==> config.mk <==
export PLATFORM = sky130hd
export DESIGN_NAME = updown_counter_arbiter_flat
export DESIGN_NICKNAME = d
export VERILOG_FILES = /design/src/rtl/updown_counter_arbiter_if.sv /design/src/rtl/updown_counter_arbiter.sv /design/src/flat_wrapper.sv
export SDC_FILE = /design/constraint.sdc
export NUM_CORES = 1
export LEC_CHECK = 0
export CORE_UTILIZATION = 29
export CTS_CLUSTER_SIZE = 10
export DETAILED_ROUTE_END_ITERATION = 6
export PLACE_DENSITY = 0.49
export REMOVE_ABC_BUFFERS = 1
export SLEW_MARGIN = 15
export SYNTH_ARGS = -nofsm -noshare
export SYNTH_HDL_FRONTEND = slang
export SYNTH_SLANG_ARGS = --single-unit
==> constraint.sdc <==
create_clock -name stepClk -period 1.4 [get_ports stepClk]
set_input_delay 0.21 -clock stepClk [delete_from_list [all_inputs] [get_ports stepClk]]
set_output_delay 0.21 -clock stepClk [all_outputs]
set_load 0.02 [all_outputs]
==> src/rtl/updown_counter_arbiter_if.sv <==
// Command/status bundle between the two requesters and the shared up/down counter sequencer.
interface updown_counter_arbiter_if #(
  parameter int unsigned CNT_WIDTH  = 2,
  parameter int unsigned STEP_WIDTH = 4
);
  logic                  req0;
  logic                  dir0;
  logic [STEP_WIDTH-1:0] steps0;
  logic                  req1;
  logic                  dir1;
  logic [STEP_WIDTH-1:0] steps1;
  logic                  gnt0;
  logic                  gnt1;
  logic                  done0;
  logic                  done1;
  logic                  busy;
  logic                  UpDown;
  logic [CNT_WIDTH-1:0]  cnt_out;

  modport master (
    output req0, dir0, steps0, req1, dir1, steps1,
    input  gnt0, gnt1, done0, done1, busy, UpDown, cnt_out
  );

  modport slave (
    input  req0, dir0, steps0, req1, dir1, steps1,
    output gnt0, gnt1, done0, done1, busy, UpDown, cnt_out
  );
endinterface

==> src/rtl/updown_counter_arbiter.sv <==
// Round-robin arbiter granting one stepping command at a time to a shared wrapping
// up/down counter; steps once per clock and pulses done when the count runs out.
module updown_counter_arbiter #(
  parameter int unsigned CNT_WIDTH  = 2,
  parameter int unsigned STEP_WIDTH = 4
) (
  input logic                      stepClk,
  input logic                      reset,
  updown_counter_arbiter_if.slave  bus
);

  typedef enum logic [1:0] {StIdle, StRun, StDone} state_e;

  state_e                r_state, w_state_d;
  logic [CNT_WIDTH-1:0]  r_cnt, w_cnt_d;
  logic [STEP_WIDTH-1:0] r_rem, w_rem_d;
  logic                  r_last, w_last_d;
  logic                  r_win, w_win_d;
  logic                  r_updown, w_updown_d;
  logic                  r_gnt0, w_gnt0_d;
  logic                  r_gnt1, w_gnt1_d;
  logic                  r_done0, w_done0_d;
  logic                  r_done1, w_done1_d;

  logic                  w_pick;
  logic                  w_dir_pick;
  logic [STEP_WIDTH-1:0] w_steps_pick;

  // Requester 1 wins when alone, or on a tie when requester 1 was not served last.
  assign w_pick       = bus.req1 & (~bus.req0 | ~r_last);
  assign w_dir_pick   = w_pick ? bus.dir1 : bus.dir0;
  assign w_steps_pick = w_pick ? bus.steps1 : bus.steps0;

  always_comb begin
    w_state_d  = r_state;
    w_cnt_d    = r_cnt;
    w_rem_d    = r_rem;
    w_last_d   = r_last;
    w_win_d    = r_win;
    w_updown_d = r_updown;
    w_gnt0_d   = 1'b0;
    w_gnt1_d   = 1'b0;
    w_done0_d  = 1'b0;
    w_done1_d  = 1'b0;
    unique case (r_state)
      StIdle: begin
        if (bus.req0 | bus.req1) begin
          w_win_d    = w_pick;
          w_updown_d = w_dir_pick;
          w_rem_d    = w_steps_pick;
          w_gnt0_d   = ~w_pick;
          w_gnt1_d   = w_pick;
          if (w_steps_pick == '0) begin
            w_state_d = StDone;
            w_done0_d = ~w_pick;
            w_done1_d = w_pick;
          end else begin
            w_state_d = StRun;
          end
        end
      end
      StRun: begin
        w_cnt_d = r_updown ? r_cnt + CNT_WIDTH'(1) : r_cnt - CNT_WIDTH'(1);
        w_rem_d = r_rem - STEP_WIDTH'(1);
        if (r_rem == STEP_WIDTH'(1)) begin
          w_state_d = StDone;
          w_done0_d = ~r_win;
          w_done1_d = r_win;
        end
      end
      StDone: begin
        w_last_d  = r_win;
        w_state_d = StIdle;
      end
      default: w_state_d = StIdle;
    endcase
  end

  always_ff @(posedge stepClk) begin
    if (reset) begin
      r_state  <= StIdle;
      r_cnt    <= '0;
      r_rem    <= '0;
      r_last   <= 1'b1;
      r_win    <= 1'b0;
      r_updown <= 1'b0;
      r_gnt0   <= 1'b0;
      r_gnt1   <= 1'b0;
      r_done0  <= 1'b0;
      r_done1  <= 1'b0;
    end else begin
      r_state  <= w_state_d;
      r_cnt    <= w_cnt_d;
      r_rem    <= w_rem_d;
      r_last   <= w_last_d;
      r_win    <= w_win_d;
      r_updown <= w_updown_d;
      r_gnt0   <= w_gnt0_d;
      r_gnt1   <= w_gnt1_d;
      r_done0  <= w_done0_d;
      r_done1  <= w_done1_d;
    end
  end

  assign bus.gnt0    = r_gnt0;
  assign bus.gnt1    = r_gnt1;
  assign bus.done0   = r_done0;
  assign bus.done1   = r_done1;
  assign bus.busy    = (r_state != StIdle);
  assign bus.UpDown  = r_updown;
  assign bus.cnt_out = r_cnt;

endmodule

==> src/flat_wrapper.sv <==
// flat-port wrapper written by rule: the top's interface ports become plain ports
module updown_counter_arbiter_flat 
#(
  parameter int unsigned CNT_WIDTH  = 2,
  parameter int unsigned STEP_WIDTH = 4
)
  (stepClk, reset, bus_req0, bus_dir0, bus_steps0, bus_req1, bus_dir1, bus_steps1, bus_gnt0, bus_gnt1, bus_done0, bus_done1, bus_busy, bus_UpDown, bus_cnt_out);
  updown_counter_arbiter_if #(.CNT_WIDTH(CNT_WIDTH), .STEP_WIDTH(STEP_WIDTH)) bus_i ();
  input logic stepClk;
  input logic reset;
  input wire logic [$bits(bus_i.req0)-1:0] bus_req0;
  input wire logic [$bits(bus_i.dir0)-1:0] bus_dir0;
  input wire logic [$bits(bus_i.steps0)-1:0] bus_steps0;
  input wire logic [$bits(bus_i.req1)-1:0] bus_req1;
  input wire logic [$bits(bus_i.dir1)-1:0] bus_dir1;
  input wire logic [$bits(bus_i.steps1)-1:0] bus_steps1;
  output wire logic [$bits(bus_i.gnt0)-1:0] bus_gnt0;
  output wire logic [$bits(bus_i.gnt1)-1:0] bus_gnt1;
  output wire logic [$bits(bus_i.done0)-1:0] bus_done0;
  output wire logic [$bits(bus_i.done1)-1:0] bus_done1;
  output wire logic [$bits(bus_i.busy)-1:0] bus_busy;
  output wire logic [$bits(bus_i.UpDown)-1:0] bus_UpDown;
  output wire logic [$bits(bus_i.cnt_out)-1:0] bus_cnt_out;
  assign bus_i.req0 = bus_req0;
  assign bus_i.dir0 = bus_dir0;
  assign bus_i.steps0 = bus_steps0;
  assign bus_i.req1 = bus_req1;
  assign bus_i.dir1 = bus_dir1;
  assign bus_i.steps1 = bus_steps1;
  assign bus_gnt0 = bus_i.gnt0;
  assign bus_gnt1 = bus_i.gnt1;
  assign bus_done0 = bus_i.done0;
  assign bus_done1 = bus_i.done1;
  assign bus_busy = bus_i.busy;
  assign bus_UpDown = bus_i.UpDown;
  assign bus_cnt_out = bus_i.cnt_out;
  updown_counter_arbiter #(.CNT_WIDTH(CNT_WIDTH), .STEP_WIDTH(STEP_WIDTH)) u_core (.stepClk(stepClk), .reset(reset), .bus(bus_i));
endmodule
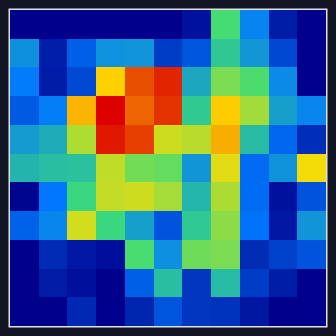
*Wiring heat map*
11 x 11 tiles, from dark blue (low) to red (high), scaled to the fullest tile. Values are wire area over tile area, all layers added.
nearly empty tiles	16%
fullest tile	0.33
tiles over half the peak	26%
emptiest ninth of the die	bottom left
densest ninth of the die	middle
Routed WL: 1.90 mm
routed via count: 744
Global Route Usage Sum: 16.2%

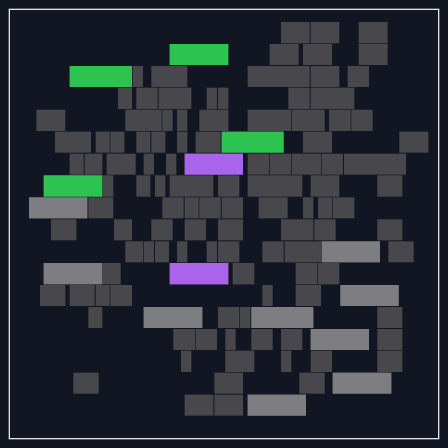
*Sequential cells grouped by signal name*
Other sequential cells in the stronger grey, the rest of the logic in the fainter grey.
signal	colour	flops
u_core.r_state	purple	2
u_core.r_rem	green	4
not coloured	9
Finished Core Util: 49.2%
Seq area share: 24.9%
P_seq: 0.000530 W
FF+latch area: 304 um^2

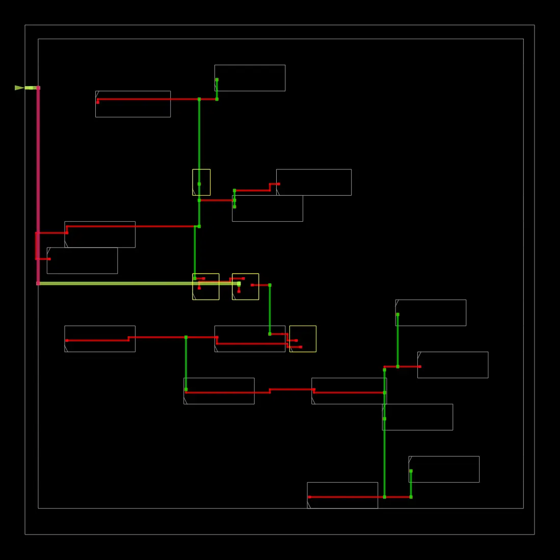
*Clock nets*
clock sink count: 15
TritonCTS buffer count: 3
CLK BUF: 3
Clock Power: 0.000253 W
registers: 15

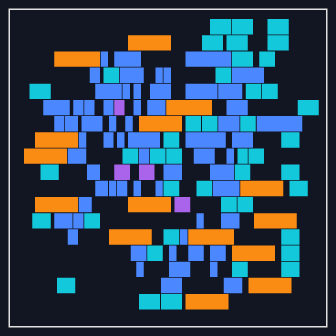
*Placed cells, one colour a class*
class	colour	cells	share of their area
flip-flops	orange	15	26%
all other logic	blue	63	42%
clock drivers and dummy loads	purple	4	2.3%
other buffers and delay cells	cyan	43	30%

==> GITHUB_STEP_SUMMARY <==
### Flow metrics

| Metric | Value |
|---|---|
| Maximum VDD drop | between 700 and 800 uV |
| CTS Root Cell | clkbuf_4 |
| Number of vias per cell | 4.80 |
| Max H-tree Level | 1 |
| WP data required | about 1.6 ns |
| Outcome | finished, final reports clean |
| First-pass GRT wire length | 3.24 mm |
| Yosys stat area | approximately 760 um^2 |
| P&R area growth vs syn | 60.9% |
| Post-layout nets | about 140 |
| Most common logic cells in the final layout | buf_4 (22), dfxtp_1 (12), nor2_1 (11), clkdlybuf4s50_1 (11), dlygate4sd2_1 (9) |
| Clock skew | 0.00139 ns |
| Commonest flop | dfxtp_1 |
| Power share of the combinational group | 38.5% |
| P per Cell Area | around 1000 nW/um^2 |
| Critical-path maximum fanout | 2 |
| Net Sw Power | roughly 0.00043 W |
| Commonest Layout Cell | buf_4 |
| # hold bufs at CTS | 0 |
| Crit Reg-Reg Startpoint | u_core.r_last |
| CTS Buffer Depth | 2 |
| Avg Inst Size Synth | 9.48 um^2 |
[power by group through the flow]
stage	Sequential [W]	Clock (W)	Combinational (W)
after CTS	0.000527	0.000262	0.000492
after detailed placement	0.000537	0	0.000492
after global placement	0.000536	0	0.000492
after global routing	0.000538	0.000275	0.000538
after floorplan	0.000560	0	0.000241
final	0.000530	0.000253	0.000491
[area by class of cell]
class                           instances  area (um^2)
Sequential cell                        15          304
Inverter                                5         18.8
Tap cell                               30         37.5
Fill cell                             253         1260
Clock buffer                            3         22.5
Timing Repair Buffer                   43          359
Multi-Input combinational cell         58          473
Clock inverter                          1         5.00
[synth_stat cells (2+ instances only)]
master     n  area, um^2
ha_1       2        25.0
nor4_1     2        12.5
dfxtp_1   15         300
nand2b_1   2        12.5
nor2_1    11        41.3
or2_4      2        17.5
mux2_2     2        22.5
inv_1      5        18.8
nand2_1    3        11.3
a22o_1     2        17.5
o21ai_0    2        10.0
a21oi_1    6        30.0
nor3_1     3        15.0
mux2i_1    5        50.1
[sequential cells by signal (all words and copies together) (netlist names)]
signal and cells:
u_core.r_rem 4, u_core.bus.cnt_out 2, u_core.r_state 2, u_core.bus.UpDown 1, u_core.bus.done0 1, u_core.bus.done1 1
u_core.bus.gnt0 1, u_core.bus.gnt1 1, u_core.r_last 1, u_core.r_win 1
[stage by stage]
stage	cell area, um^2	hold WS, ns	total power, W	worst slack (ns)	TNS (ns)
detailed placement	1140	0.486	0.00103	-0.398	-2.87
floorplan	743	0.275	0.000801	-0.0577	-0.103
global placement	1140	0.473	0.00103	-0.437	-2.80
CTS	1190	0.505	0.00128	0.0307	0
global route	1220	0.523	0.00135	-0.0250	-0.0250
finish	1220	0.496	0.00127	0.0783	0
[cell families (layout without fill, tap and decap cells)]
family / after synthesis / after routing / synth area share, %
XOR/XNOR: 2 / 2 / 2.31
AND-OR/OR-AND: 18 / 18 / 18.5
AND/OR/NAND/NOR: 28 / 28 / 20.3
flip-flops: 15 / 15 / 39.6
buffers and inverters: 7 / 52 / 4.46
multiplexers: 8 / 8 / 11.6
adder cells (fa/ha/maj): 2 / 2 / 3.30
[metal layers]
layer  part of all wire [%]  track usage [%]
met3                    5.5             4.31
met4                    1.1             5.26
met2                     44             25.7
met1                     49             20.9
met5                      0                0
[worst max-delay path, cell delays in order]
cell,delay (ns)
clkdlybuf4s50_1,0.47
nor4_4,0.32
mux2i_1,0.16
a2111oi_2,0.35
[worst max-delay path by stage]
stage | to | slack (ns)
6_report | u_core.r_state[1] | 0.08
5_1_grt | u_core.r_state[1] | -0.03
4_1_cts | u_core.r_state[1] | 0.03
3_5_place_dp | u_core.r_state[1] | -0.40
3_3_place_gp | u_core.r_state[1] | -0.44
2_1_floorplan | u_core.r_rem[1] | -0.06
[what timing repair did]
item	in CTS	in global routing
pin swaps	0	4
gates resized	17	6
hold endpoints to repair	0	0
buffers inserted	0	2
endpoints found under the setup margin	13	4
No activity file was given, so power comes from the tool's default toggle rates.
